Figure 1. Routed metal per tile.
(1 px per um) The die is cut into 38 by 38 equal tiles; dark purple is low, yellow is high, scaled to the fullest tile. Values are wire area over tile area, all layers added.
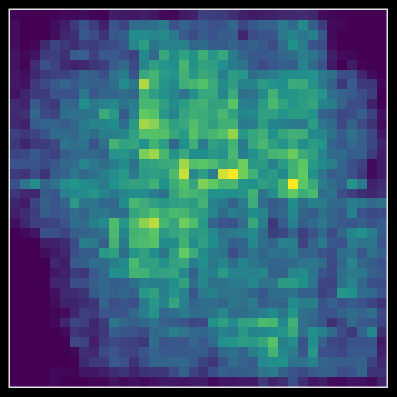
Figure 2. Cell outlines without signal wires.
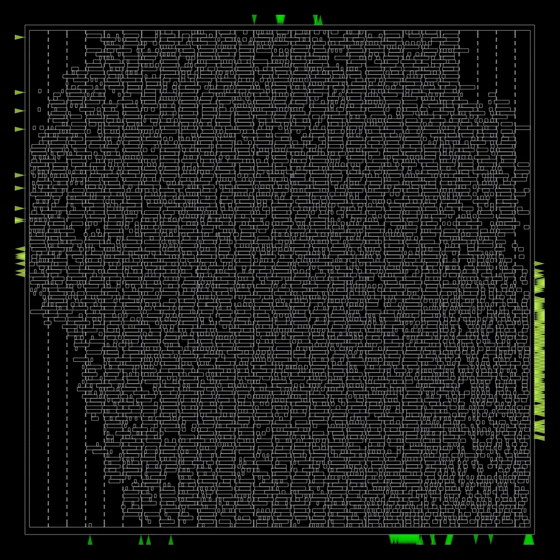
Figure 3. PDN straps and rails.
(1 px per um) Pins as bars on the die edge.
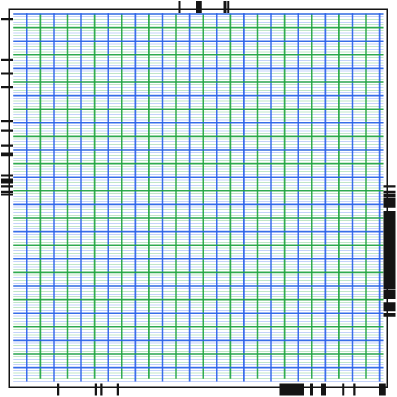
Figure 4. Layout detail.
Window x 163 to 213, y 239 to 289 um. Cells in gray, sequential cells in the stronger gray; small squares are vias.
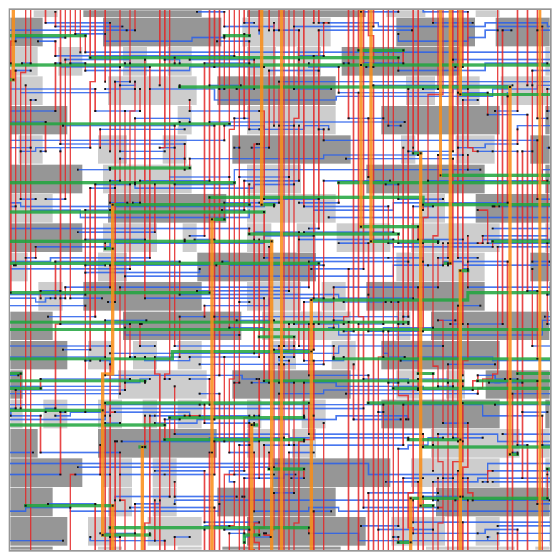
<file path="src/rtl/conv_input_streamer.sv">
// Streams one frame of IFM and weight words from host-loaded buffers to a
// convolution engine, then collects the engine's results and reports status.
module conv_input_streamer #(
  parameter int unsigned IFM_LEN  = 49,
  parameter int unsigned W_LEN    = 9,
  parameter int unsigned OFM_LEN  = 25,
  parameter int unsigned WAIT_MAX = 64
) (
  input  logic        clk,
  input  logic        rst,
  input  logic        cfg_we,
  input  logic        cfg_sel,
  input  logic [5:0]  cfg_addr,
  input  logic [15:0] cfg_data,
  input  logic        start,
  input  logic        out_valid,
  input  logic [35:0] Out_OFM,
  output logic        in_valid,
  output logic        weight_valid,
  output logic [15:0] In_IFM_1,
  output logic [15:0] In_Weight_1,
  output logic        busy,
  output logic        done,
  output logic        err,
  output logic [4:0]  ofm_count,
  output logic [40:0] ofm_sum
);

  localparam int unsigned IW = (IFM_LEN > 1) ? $clog2(IFM_LEN) : 1;
  localparam int unsigned WW = (W_LEN > 1) ? $clog2(W_LEN) : 1;
  localparam int unsigned KW = $clog2(IFM_LEN + 1);
  localparam int unsigned TW = $clog2(WAIT_MAX + 1);

  localparam logic [KW-1:0] K_END     = KW'(IFM_LEN);
  localparam logic [KW-1:0] K_WLEN    = KW'(W_LEN);
  localparam logic [6:0]    IFM_LIM   = 7'(IFM_LEN);
  localparam logic [6:0]    W_LIM     = 7'(W_LEN);
  localparam logic [4:0]    OFM_END   = 5'(OFM_LEN);
  localparam logic [TW-1:0] WAIT_LAST = TW'(WAIT_MAX - 1);

  typedef enum logic [2:0] {
    StIdle,
    StSend,
    StWait,
    StRecv,
    StDone
  } state_e;

  state_e          state;
  logic [KW-1:0]   k;
  logic [TW-1:0]   wait_cnt;
  logic [15:0]     ifm_buf [IFM_LEN];
  logic [15:0]     w_buf   [W_LEN];

  logic            ifm_wr_ok;
  logic            w_wr_ok;
  logic [40:0]     ofm_ext;

  // Full-width range check so out-of-range addresses never alias via truncation.
  always_comb begin
    ifm_wr_ok = ({1'b0, cfg_addr} < IFM_LIM);
    w_wr_ok   = ({1'b0, cfg_addr} < W_LIM);
    ofm_ext   = {5'b0, Out_OFM};
  end

  assign busy = (state != StIdle);

  // Host buffer writes, accepted only while idle.
  always_ff @(posedge clk) begin
    if (rst) begin
      for (int unsigned i = 0; i < IFM_LEN; i++) ifm_buf[i] <= '0;
      for (int unsigned j = 0; j < W_LEN; j++) w_buf[j] <= '0;
    end else if (state == StIdle && cfg_we) begin
      if (!cfg_sel && ifm_wr_ok) ifm_buf[cfg_addr[IW-1:0]] <= cfg_data;
      if (cfg_sel && w_wr_ok)    w_buf[cfg_addr[WW-1:0]]   <= cfg_data;
    end
  end

  // Frame sequencer with registered stream outputs and result accumulation.
  always_ff @(posedge clk) begin
    if (rst) begin
      state        <= StIdle;
      k            <= '0;
      wait_cnt     <= '0;
      in_valid     <= 1'b0;
      weight_valid <= 1'b0;
      In_IFM_1     <= '0;
      In_Weight_1  <= '0;
      done         <= 1'b0;
      err          <= 1'b0;
      ofm_count    <= '0;
      ofm_sum      <= '0;
    end else begin
      done <= 1'b0;
      unique case (state)
        StIdle: begin
          // A simultaneous write wins over start.
          if (start && !cfg_we) begin
            state        <= StSend;
            err          <= 1'b0;
            ofm_count    <= '0;
            ofm_sum      <= '0;
            in_valid     <= 1'b1;
            In_IFM_1     <= ifm_buf[0];
            weight_valid <= 1'b1;
            In_Weight_1  <= w_buf[0];
            k            <= KW'(1);
          end
        end
        StSend: begin
          if (k == K_END) begin
            state        <= StWait;
            in_valid     <= 1'b0;
            weight_valid <= 1'b0;
            In_IFM_1     <= '0;
            In_Weight_1  <= '0;
            wait_cnt     <= '0;
          end else begin
            In_IFM_1 <= ifm_buf[k[IW-1:0]];
            if (k < K_WLEN) begin
              weight_valid <= 1'b1;
              In_Weight_1  <= w_buf[k[WW-1:0]];
            end else begin
              weight_valid <= 1'b0;
              In_Weight_1  <= '0;
            end
            k <= k + KW'(1);
          end
        end
        StWait: begin
          if (out_valid) begin
            ofm_count <= 5'd1;
            ofm_sum   <= ofm_ext;
            if (OFM_END == 5'd1) begin
              state <= StDone;
              done  <= 1'b1;
            end else begin
              state <= StRecv;
            end
          end else if (wait_cnt == WAIT_LAST) begin
            state <= StDone;
            err   <= 1'b1;
            done  <= 1'b1;
          end else begin
            wait_cnt <= wait_cnt + TW'(1);
          end
        end
        StRecv: begin
          if (out_valid) begin
            ofm_count <= ofm_count + 5'd1;
            ofm_sum   <= ofm_sum + ofm_ext;
            if (ofm_count + 5'd1 == OFM_END) begin
              state <= StDone;
              done  <= 1'b1;
            end
          end else begin
            // Burst ended early: keep the partial count and flag it.
            state <= StDone;
            err   <= 1'b1;
            done  <= 1'b1;
          end
        end
        StDone: begin
          state <= StIdle;
        end
        default: begin
          state <= StIdle;
        end
      endcase
    end
  end

endmodule

</file>
<file path="config.mk">
export PLATFORM = sky130hd
export DESIGN_NAME = conv_input_streamer
export DESIGN_NICKNAME = d
export VERILOG_FILES = /design/src/rtl/conv_input_streamer.sv
export SDC_FILE = /design/constraint.sdc
export NUM_CORES = 2
export LEC_CHECK = 0
export CELL_PAD_IN_SITES_DETAIL_PLACEMENT = 2
export CELL_PAD_IN_SITES_GLOBAL_PLACEMENT = 2
export CORE_MARGIN = 3
export CORE_UTILIZATION = 45
export CTS_BUF_LIST = sky130_fd_sc_hd__clkbuf_4 sky130_fd_sc_hd__clkbuf_8
export CTS_CLUSTER_SIZE = 8
export DETAILED_ROUTE_END_ITERATION = 7
export PLACE_DENSITY = 0.8
export SYNTH_ARGS = -nofsm -noshare
export SYNTH_HDL_FRONTEND = slang
export SYNTH_SLANG_ARGS = --single-unit
</file>
<file path="constraint.sdc">
create_clock -name clk -period 9.2 [get_ports clk]
set_input_delay 1.84 -clock clk [delete_from_list [all_inputs] [get_ports clk]]
set_output_delay 1.84 -clock clk [all_outputs]
set_load 0.01 [all_outputs]
</file>
==> metrics.csv <==
stage,metric,value,unit
status,outcome,completed,
critical_path,cp.arrival,5540,ps
grt,grt_pass1_vias,40640,
yosys,synth_seq_share,0.656,
power_and_ir_drop,pg_clk,5.69,mW
yosys,topCombFamilyByArea,multiplexers,
yosys,synth_top_area_share,0.622,
cts,clock_latency,960,ps
place,dp_hpwl,131000,um
detailed_routing,postRouteAntennaNets,0,
detailed_routing,wl_met3,17800,um
final_timing,final_hold_viol_count,0,
die,die_area,0.142,mm2
critical_path,cp.required,9750,ps
cts,clk_path_buf_depth,3,
cts,ctsResizeCount,0,
yosys,synthXorXnorAreaFrac,0.00609,
place,place_inst,5868,
yosys,synth_area,0.0618,mm2
critical_path,crit_path_max_incr_delay,990,ps
detailed_routing,vias,37719,
critical_path,cp_common_cell,or3_1,
cells_and_area,final_cell_area,0.0708,mm2
cts,cts_max_level,4,
yosys,syn-instance-count,3825,
detailed_routing,wl_met2,104000,um
hold_path,hold_end,ofm_count[4],
final_timing,setup_slack,4210,ps
cells_and_area,largest_reg_flops,1024,
yosys,flop_cell,edfxtp_1,
power_and_ir_drop,p_total,16.8,mW
power_and_ir_drop,power_frac_clock,0.338,
critical_path,r2r_slack,4860,ps
place,gp_congestion,0.831,
cells_and_area,top_regs,"ifm_buf (1024), w_buf (256), ofm_sum (41)",
detailed_routing,drc_errors,0,
grt,grt_pass1_wl,306000,um
die,initCoreUtil,0.455,
critical_path,slowest_stage,nor2_1,
cells_and_area,clk_share,0.0659,
power_and_ir_drop,p_leak,25.4,nW
critical_path,crit_chain,"clkdlybuf4s50_1, buf_4, or3_1, or3_1, nor2_1, or2_1",
cells_and_area,nonClkBufAreaFrac,0.0270,
hold_path,hold_path.class,flop to flop,
final_timing,finalSetupTns,0,ps
final_timing,relSlewSlack,0.119,
critical_path,worstReg2RegEnd,ifm_buf[32][11],
cells_and_area,comb_share,0.301,
cts,cts_sinks,1384,
power_and_ir_drop,p_comb,3.59,mW
power_and_ir_drop,p_int,11.8,mW
detailed_routing,wl_per_cell,33.5,um
cts,cts_made_buffers,231,
cts,cts_tree,built,
critical_path,critical_path_class,primary input to flop,
cells_and_area,buffers,214,
final_timing,skew,71.2,ps
cells_and_area,mostFrequentLayoutCells,"1280 x edfxtp_1, 928 x and2_1, 416 x mux4_2",
cts,holdBufCountCts,0,
critical_path,crit_family,simple AND/OR/NAND/NOR gates,
cells_and_area,nMultiInputCombCells,2465,
yosys,synthTopCellsByCount,"1280 x edfxtp_1, 928 x and2_1, 416 x mux4_2",
detailed_routing,routed_via_density,5.98,
yosys,ys_types,66,
detailed_routing,drtIter0Drc,4436,
place,portBuffers,146,
grt,antenna_found_initial,37,
cells_and_area,layout.area.comb,0.0213,mm2
yosys,ys_cells,3825,
grt,grt_max_degree,157,
hold_path,hp-start,ofm_count[4],
cells_and_area,nClkBuffers,334,
critical_path,cp.buffers_inverters,2,
final_timing,max_freq,200,MHz
grt,top_usage_layer,met2,
cts,root_buffer,clkbuf_8,
power_and_ir_drop,pwr-share-seq,0.449,
yosys,async_flop_share,0,
die,row_count,135,
critical_path,cp-start-kind,primary input,
detailed_routing,drtPass1Iterations,6,
cells_and_area,regMostFlops,ifm_buf,
final_timing,rsz0062_at_grt,false,
yosys,yosys_area,0.0618,mm2
place,placed_cell_area,0.0661,mm2
place,dp_slack,3260,ps
## Picture notes: Figure 1
emptiest ninth of the die: lower left
nearly empty tiles: 8.5%
tiles over half the peak: 21%
mean over tiles: 0.25

## Picture notes: Figure 2
# Taps: 1781
final cell count without fillers: 6311
flop share of the area: 0.572
Fillers: 12162
fin util: 0.521

## Picture notes: Figure 3
| color | net |
|---|---|
| green | VDD |
| blue | VSS |
met1 rails: 136
rows: 135
met5 straps: 27
maximum VDD drop: 148 uV
Die X: 377 um
DIE HEIGHT: 377 um

## Picture notes: Figure 4
| color | layer |
|---|---|
| green | M3 |
| orange | M4 |
| blue | M1 |
| red | M2 |
sequential cells in the window: 27
netlist names of flops here include: ifm_buf (25), In_IFM_1 (2)
cells with their middle in the window: 89
most frequent: edfxtp_1 (25), and2_1 (23), mux4_2 (12)

Power figures rest on the tool's default switching activity, not on a simulated workload.
